==> config.mk <==
export PLATFORM = sky130hd
export DESIGN_NAME = regf_apb2mem
export DESIGN_NICKNAME = d
export VERILOG_FILES = /design/src/rtl/regf_apb2mem.sv
export SDC_FILE = /design/constraint.sdc
export NUM_CORES = 1
export LEC_CHECK = 0
export CAP_MARGIN = 20
export CORE_UTILIZATION = 35
export CTS_BUF_LIST = sky130_fd_sc_hd__clkbuf_16
export DETAILED_ROUTE_END_ITERATION = 7
export GPL_TIMING_DRIVEN = 0
export PLACE_DENSITY = 0.76
export RECOVER_POWER = 100
export SETUP_SLACK_MARGIN = 0.4
export SYNTH_ARGS = -nofsm -noshare
export SYNTH_HDL_FRONTEND = slang
export SYNTH_SLANG_ARGS = --single-unit
==> constraint.sdc <==
create_clock -name main_clk_i -period 1.8 [get_ports main_clk_i]
set_input_delay 0.18 -clock main_clk_i [delete_from_list [all_inputs] [get_ports main_clk_i]]
set_output_delay 0.18 -clock main_clk_i [all_outputs]
set_load 0.05 [all_outputs]
==> src/rtl/regf_apb2mem.sv <==
// -----------------------------------------------------------------------------
// regf_apb2mem
//   APB slave to register-file memory-port bridge.
//   Each accepted APB transfer becomes a single-cycle mem_ena_o access. The
//   bridge holds off pready_o until the regf read data / error has been
//   sampled RLAT cycles later. Misaligned transfers are rejected locally with
//   pslverr_o and never reach the mem port.
//
//   Optional build macro: REGF_APB2MEM_STRB_EN
//     Adds apb_pstrb_i (APB4 byte strobes). A write whose strobes are not all
//     ones is rejected with pslverr_o and no mem access. Reads ignore pstrb.
//     Without the macro the port is absent and every write is a full word.
// -----------------------------------------------------------------------------
module regf_apb2mem #(
    parameter int ADDRW = 13,
    parameter int DATAW = 32,
    parameter int RLAT  = 1
) (
    input  logic               main_clk_i,
    input  logic               main_rst_an_i,
    input  logic               apb_psel_i,
    input  logic               apb_penable_i,
    input  logic               apb_pwrite_i,
    input  logic [ADDRW+1:0]   apb_paddr_i,
    input  logic [DATAW-1:0]   apb_pwdata_i,
`ifdef REGF_APB2MEM_STRB_EN
    input  logic [DATAW/8-1:0] apb_pstrb_i,
`endif
    output logic [DATAW-1:0]   apb_prdata_o,
    output logic               apb_pready_o,
    output logic               apb_pslverr_o,
    output logic               mem_ena_o,
    output logic [ADDRW-1:0]   mem_addr_o,
    output logic               mem_wena_o,
    output logic [DATAW-1:0]   mem_wdata_o,
    input  logic [DATAW-1:0]   mem_rdata_i,
    input  logic               mem_err_i
);

    typedef enum logic [2:0] {
        S_IDLE,
        S_ACC,
        S_WAIT,
        S_RESP,
        S_ERR
    } state_t;

    // RLAT=0 means the regf answers in the same cycle as mem_ena_o, so the
    // sample happens directly from ACC and the WAIT state is never entered.
    localparam bit       NO_WAIT  = (RLAT == 0);
    localparam logic [2:0] CNT_INIT = (RLAT > 0) ? 3'(RLAT - 1) : 3'd0;

    state_t             r_state;
    logic [2:0]         r_cnt;
    logic               r_write;
    logic               r_abort;
    logic [DATAW-1:0]   r_prdata;
    logic               r_pready;
    logic               r_pslverr;
    logic               r_mem_ena;
    logic [ADDRW-1:0]   r_mem_addr;
    logic               r_mem_wena;
    logic [DATAW-1:0]   r_mem_wdata;

    logic               w_setup;
    logic               w_misalign;
    logic               w_strb_bad;
    logic               w_sample;
    logic               w_keep;

    // Setup-phase decode and local rejection conditions
    assign w_setup    = apb_psel_i && !apb_penable_i;
    assign w_misalign = |apb_paddr_i[1:0];
`ifdef REGF_APB2MEM_STRB_EN
    assign w_strb_bad = apb_pwrite_i && !(&apb_strb_full(apb_pstrb_i));
`else
    assign w_strb_bad = 1'b0;
`endif

    // Cycle in which the regf read data / error is valid and gets captured
    assign w_sample = (r_state == S_ACC  && NO_WAIT) ||
                      (r_state == S_WAIT && r_cnt == 3'd0);

    // Response is only delivered if the master kept psel up the whole time
    assign w_keep = !r_abort && apb_psel_i;

`ifdef REGF_APB2MEM_STRB_EN
    // Identity helper kept as a function so the strobe test reads as a
    // single all-lanes-enabled reduction at the use site.
    function automatic logic [DATAW/8-1:0] apb_strb_full(input logic [DATAW/8-1:0] strb);
        return strb;
    endfunction
`endif

    // Bridge FSM with registered APB and mem-port outputs
    always_ff @(posedge main_clk_i or negedge main_rst_an_i) begin
        if (!main_rst_an_i) begin
            r_state     <= S_IDLE;
            r_cnt       <= 3'd0;
            r_write     <= 1'b0;
            r_abort     <= 1'b0;
            r_prdata    <= '0;
            r_pready    <= 1'b0;
            r_pslverr   <= 1'b0;
            r_mem_ena   <= 1'b0;
            r_mem_addr  <= '0;
            r_mem_wena  <= 1'b0;
            r_mem_wdata <= '0;
        end else begin
            // Strobes and response fields are single-cycle pulses; the
            // states below raise them only in the cycle they are valid.
            r_prdata    <= '0;
            r_pready    <= 1'b0;
            r_pslverr   <= 1'b0;
            r_mem_ena   <= 1'b0;
            r_mem_addr  <= '0;
            r_mem_wena  <= 1'b0;
            r_mem_wdata <= '0;

            case (r_state)
                S_IDLE: begin
                    r_abort <= 1'b0;
                    if (w_setup) begin
                        if (w_misalign || w_strb_bad) begin
                            r_state   <= S_ERR;
                            r_pready  <= 1'b1;
                            r_pslverr <= 1'b1;
                        end else begin
                            r_state     <= S_ACC;
                            r_write     <= apb_pwrite_i;
                            r_mem_ena   <= 1'b1;
                            r_mem_addr  <= apb_paddr_i[ADDRW+1:2];
                            r_mem_wena  <= apb_pwrite_i;
                            r_mem_wdata <= apb_pwdata_i;
                        end
                    end
                end

                S_ACC: begin
                    if (!apb_psel_i) begin
                        r_abort <= 1'b1;
                    end
                    if (!w_sample) begin
                        r_state <= S_WAIT;
                        r_cnt   <= CNT_INIT;
                    end
                end

                S_WAIT: begin
                    if (!apb_psel_i) begin
                        r_abort <= 1'b1;
                    end
                    if (!w_sample) begin
                        r_cnt <= r_cnt - 3'd1;
                    end
                end

                S_RESP: begin
                    r_state <= S_IDLE;
                end

                S_ERR: begin
                    r_state <= S_IDLE;
                end

                default: begin
                    r_state <= S_IDLE;
                end
            endcase

            // Capture of the regf answer; an abandoned transfer is dropped
            if (w_sample) begin
                r_cnt <= 3'd0;
                if (w_keep) begin
                    r_state   <= S_RESP;
                    r_pready  <= 1'b1;
                    r_pslverr <= mem_err_i;
                    r_prdata  <= r_write ? '0 : mem_rdata_i;
                end else begin
                    r_state <= S_IDLE;
                end
            end
        end
    end

    assign apb_prdata_o  = r_prdata;
    assign apb_pready_o  = r_pready;
    assign apb_pslverr_o = r_pslverr;
    assign mem_ena_o     = r_mem_ena;
    assign mem_addr_o    = r_mem_addr;
    assign mem_wena_o    = r_mem_wena;
    assign mem_wdata_o   = r_mem_wdata;

endmodule

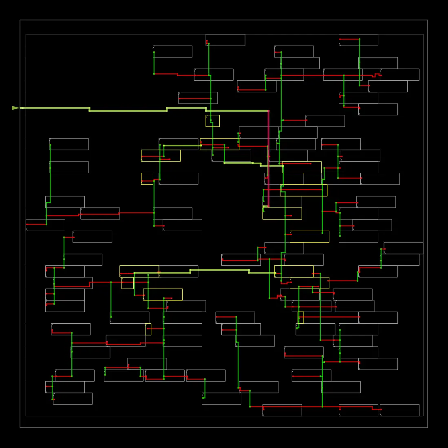
Figure 1: run 1, clock wiring as the flow saved it.
CLK BUF: 9
clock network power: 1.77 mW
Clock Sinks: 89
insertion delay to the later sink of the worst-skew pair: 0.32 ns
CTS buffer count: 9

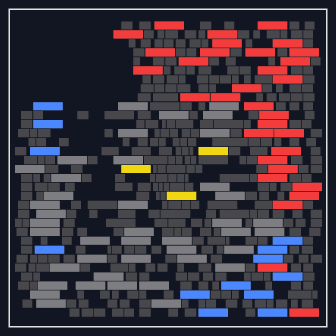
Figure 2: run 1, sequential cells grouped by signal name.
Other sequential cells in the stronger gray, the rest of the logic in the fainter gray.
[`mem_addr_o`] blue | sequential cells: 13
[`r_cnt`] yellow | sequential cells: 3
[`apb_prdata_o`] red | sequential cells: 32
not colored: 41
Seq group: 2.09 mW
register area: 0.002227 sq mm
post-layout util: 66.40%
fraction of area in registers: 40.02%

==> flow_summary.ini, run 1 <==
; yosys + openroad results
[worst_setup_path]
reg2reg_from = r_cnt[1]
crit_buf_inv = 3
cp_slowest_stage_delay_ns = 0.48
crit_cells = 7
rr_worst_depth = 7
startpoint_type = flop
crit_start = r_cnt[1]
crit_path_top_delay_cell = or4bb_4

[cells_and_area]
largest_class = sequential cells
fillers = 598
final-nonclk-buf-share_pct = 36.38
design_area_sq_mm = 0.005565
area_delta_synth_final_pct = 80.67
comb_area_sq_um = 884.6

[placed_design]
place_ws_ns = -0.2135

[final_timing]
hold_slack_ns = 0.4095
maxSlewViolCount = 0
finClkSkew_ns = 0.009585
max_slew_margin_pct = 25.99
rsz0062_at_grt = true
setup_viol = 0
min_period_ns = 1.741
fmax_mhz = 574.3
setup_ws_ns = 0.05873

[pwr]
p_switching_mw = 1.110
powerComb_uw = 758
power.group.top = registers
p_leak_nw = 2.940

[detailed_routing]
postRouteAntennaNets = 0
wl_met3_um = 822
wirelength_um = 7575
detail_route.wl_per_cell_um = 14.13
met2_length_um = 3799
top_layer = met4
num_vias = 2333

[global_routing]
grt_util_all_layers_pct = 16.87
met3_usage_pct = 6.714
grt_pass1_vias = 2388
grt-busiest-layer = met2

[yosys]
synth.top_cell.area_share_pct = 72.30
ys_cells = 221
area_leaders = dfrtp_1, and2_1, nand2b_1, clkbuf_2, ha_1
yosys_area_sq_mm = 0.003080
synth-main-ff-cell = dfrtp_1
fp_nets = 308
syn_area_per_cell_sq_um = 13.94
synthArstFlopShare_pct = 100.0

[clock_network]
cts.path.max_buffers = 2
holdBufCountCts = 1
path_clk_slew_ns = 0.06
post_cts_buffers = 15

[min_path]
hp-class = in -> reg
hold_depth = 2
hold_start = mem_rdata_i[7]

[floorplanning]
num_rows = 33
die_area_sq_mm = 0.009181

[run_status]
status = finished, final reports clean

[run]
maxCapViolCount = 0
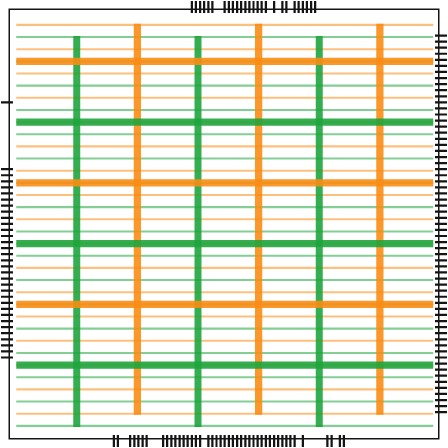
Figure 3: run 1, supply network.
Pins as bars on the die edge.
[VSS] green
[VDD] orange
met4 straps: 6
met1 rails: 34
die boundary width: 95.82 um
Die Y-Extent: 95.82 um
core region area: 0.008382 sq mm
VDD IR-drop max: 0.4652 mV

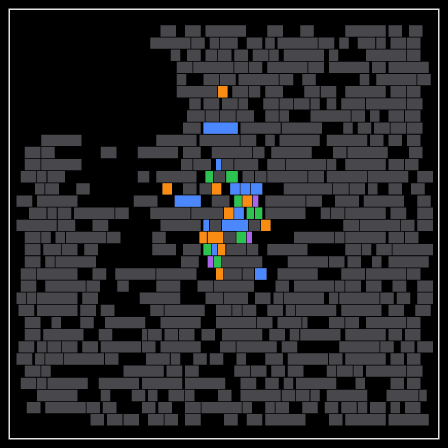
Figure 4: run 1, gate-type map.
[NAND gates] orange | cells: 10 | where: center
[inverting AOI/OAI gates] green | cells: 8 | where: center
[inverters] purple | cells: 3
[NOR gates] blue | cells: 11 | where: center
Non-Filler Instances: 536
logic share of the area: 15.89%

[run 1: through the flow]
stage | cells | TNS, ns
2_1_floorplan | 221 | 0
3_3_place_gp | 491 | -222.86
3_5_place_dp | 492 | -5.877
4_1_cts | 530 | 0
5_1_grt | 536 | 0
6_report | 536 | 0
[run 1: state kept, by name (all words and copies together) (netlist names)]
register,cells
apb_prdata_o,32
mem_addr_o,13
r_cnt,3
r_write,1
apb_pready_o,1
mem_wdata_o,32
r_abort,1
mem_ena_o,1
r_state,3
apb_pslverr_o,1
mem_wena_o,1
[run 1: cells by family after synthesis]
kind of cell    share of synthesized area [%]
simple gates                            21.97
compound gates                          1.909
fa+ha+maj                              0.8122
flops                                   72.30
buf+inv                                 2.640
mux                                    0.3655
Figure 5. Layout detail (run 1).
Region (0, 46) to (50, 96) um. Cells in gray, sequential cells in the stronger gray; small squares are vias.
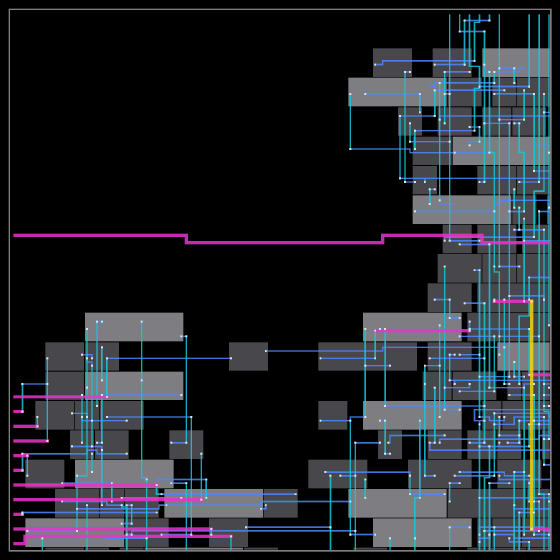

==> inputs of run 2 (changes only) <==
CORE_ASPECT_RATIO = 1.1   (was unset)
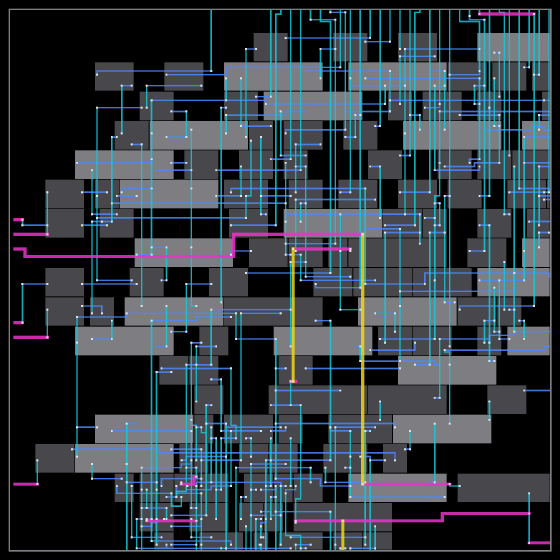
Figure 6: run 2, layout detail.
Region (0, 50) to (50, 100) um. Cells in gray, sequential cells in the stronger gray; small squares are vias.
[metal 4] yellow
[metal 1] blue
[metal 3] magenta
[metal 2] cyan
cells with their middle in the window: 117
sequential cells in the window: 20
most frequent: dfrtp_1 (20), clkdlybuf4s50_1 (19), dlygate4sd2_1 (11)
netlist names of flops here include: `apb_prdata_o` (16), `r_cnt` (2)

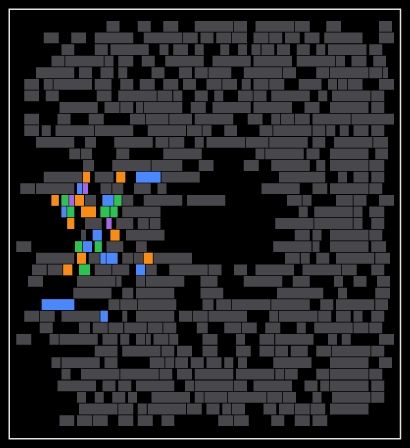
Figure 7: run 2, gate-type map.
[inverters] purple | cells: 3
[inverting AOI/OAI gates] green | cells: 8 | where: west
[NAND gates] orange | cells: 10 | where: west
[NOR gates] blue | cells: 11 | where: west
most frequent logic cell in the layout: dfrtp_1
logic share of the area: 15.41%
Non-Filler Instances: 541

==> run 2 against run 1 <==
  * Clock skew decreased by 0.0053 ns
  * Final cell count grew 0.93%
  * Fmax is 0.46% higher
  * Largest cell class unchanged
  * Power rose by 1.9%
  * Routed wire length increased by 1.8%
  * Largest power group unchanged
  * Sequential cell count unchanged
  * Worst setup slack improved by 0.0079 ns
==> flow_summary.ini, run 2 <==
; yosys + openroad results
[cells_and_area]
area_delta_synth_final_pct = 79.24
largest_class = sequential cells
regArea_sq_mm = 0.002227
design_area_sq_mm = 0.005522
seq_share_pct = 40.34
comb_area_sq_um = 850.8

[detailed_routing]
postRouteAntennaNets = 0
detail_route.wl_per_cell_um = 14.26
top_layer = met4

[final_timing]
finClkSkew_ns = 0.004293
setup_tns_ns = 0
setup_ws_ns = 0.06662
setup_viol = 0
rsz0062_at_grt = true
fmax_mhz = 576.9
hold_slack_ns = 0.4052
min_period_ns = 1.733

[run_status]
status = finished, final reports clean

[worst_setup_path]
startpoint_type = flop
crit_path_top_delay_cell = or4bb_1
cp_slowest_stage_delay_ns = 0.47
crit_start = r_cnt[1]
reg2reg_from = r_cnt[1]

[clock_network]
path_clk_slew_ns = 0.06
numCtsBuffers = 9
cts.path.max_buffers = 2
worstSkewPairLatency_ns = 0.32

[yosys]
synthArstFlopShare_pct = 100.0
ys_top_logic_family = simple AND/OR/NAND/NOR gates
yosys_area_sq_mm = 0.003080
compound_area_share_pct = 1.909
fp_nets = 308
ys_sh_mux_pct = 0.3656
synth.top_cell.area_share_pct = 72.30
synth-xor-area-share_pct = 0

[min_path]
hold_start = mem_rdata_i[30]

[pwr]
ir_drop_mv = 0.4894
p_leak_nw = 2.877
pg_clk_mw = 1.91
powerComb_uw = 708
power.group.top = registers

[floorplanning]
core_area_sq_mm = 0.008452
die_area_sq_mm = 0.009181
num_rows = 35

[placed_design]
placedCellCount = 498
place_ws_ns = -0.1709

[global_routing]
grt-busiest-layer = met2
met3_usage_pct = 3.712

[run]
maxCapViolCount = 0
[run 2: cell counts after synthesis]
Identical to the previous run, type by type.
[run 2: worst max path at each step]
stage | slack [ns] | depth (start not counted) | endpoint
global placement | -2.50 | 1 | mem_wdata_o[12]
floorplan | 0.07 | 5 | r_write
finish | 0.07 | 7 | apb_prdata_o[21]
detailed placement | -0.17 | 5 | apb_prdata_o[10]
global route | 0.002 | 7 | apb_prdata_o[21]
CTS | 0.04 | 7 | apb_prdata_o[10]
[run 2: timing repair]
| action | in CTS | in global routing |
|---|---|---|
| hold buffers | 1 | 0 |
| pin swaps | 12 | 20 |
| endpoints found under the setup margin | 165 | 100 |
| setup buffers | 15 | 5 |
| endpoints found under the hold margin | 18 | 0 |
| resized | 120 | 62 |
| cloned | 7 | 0 |
Power and IR drop assume default switching activity.
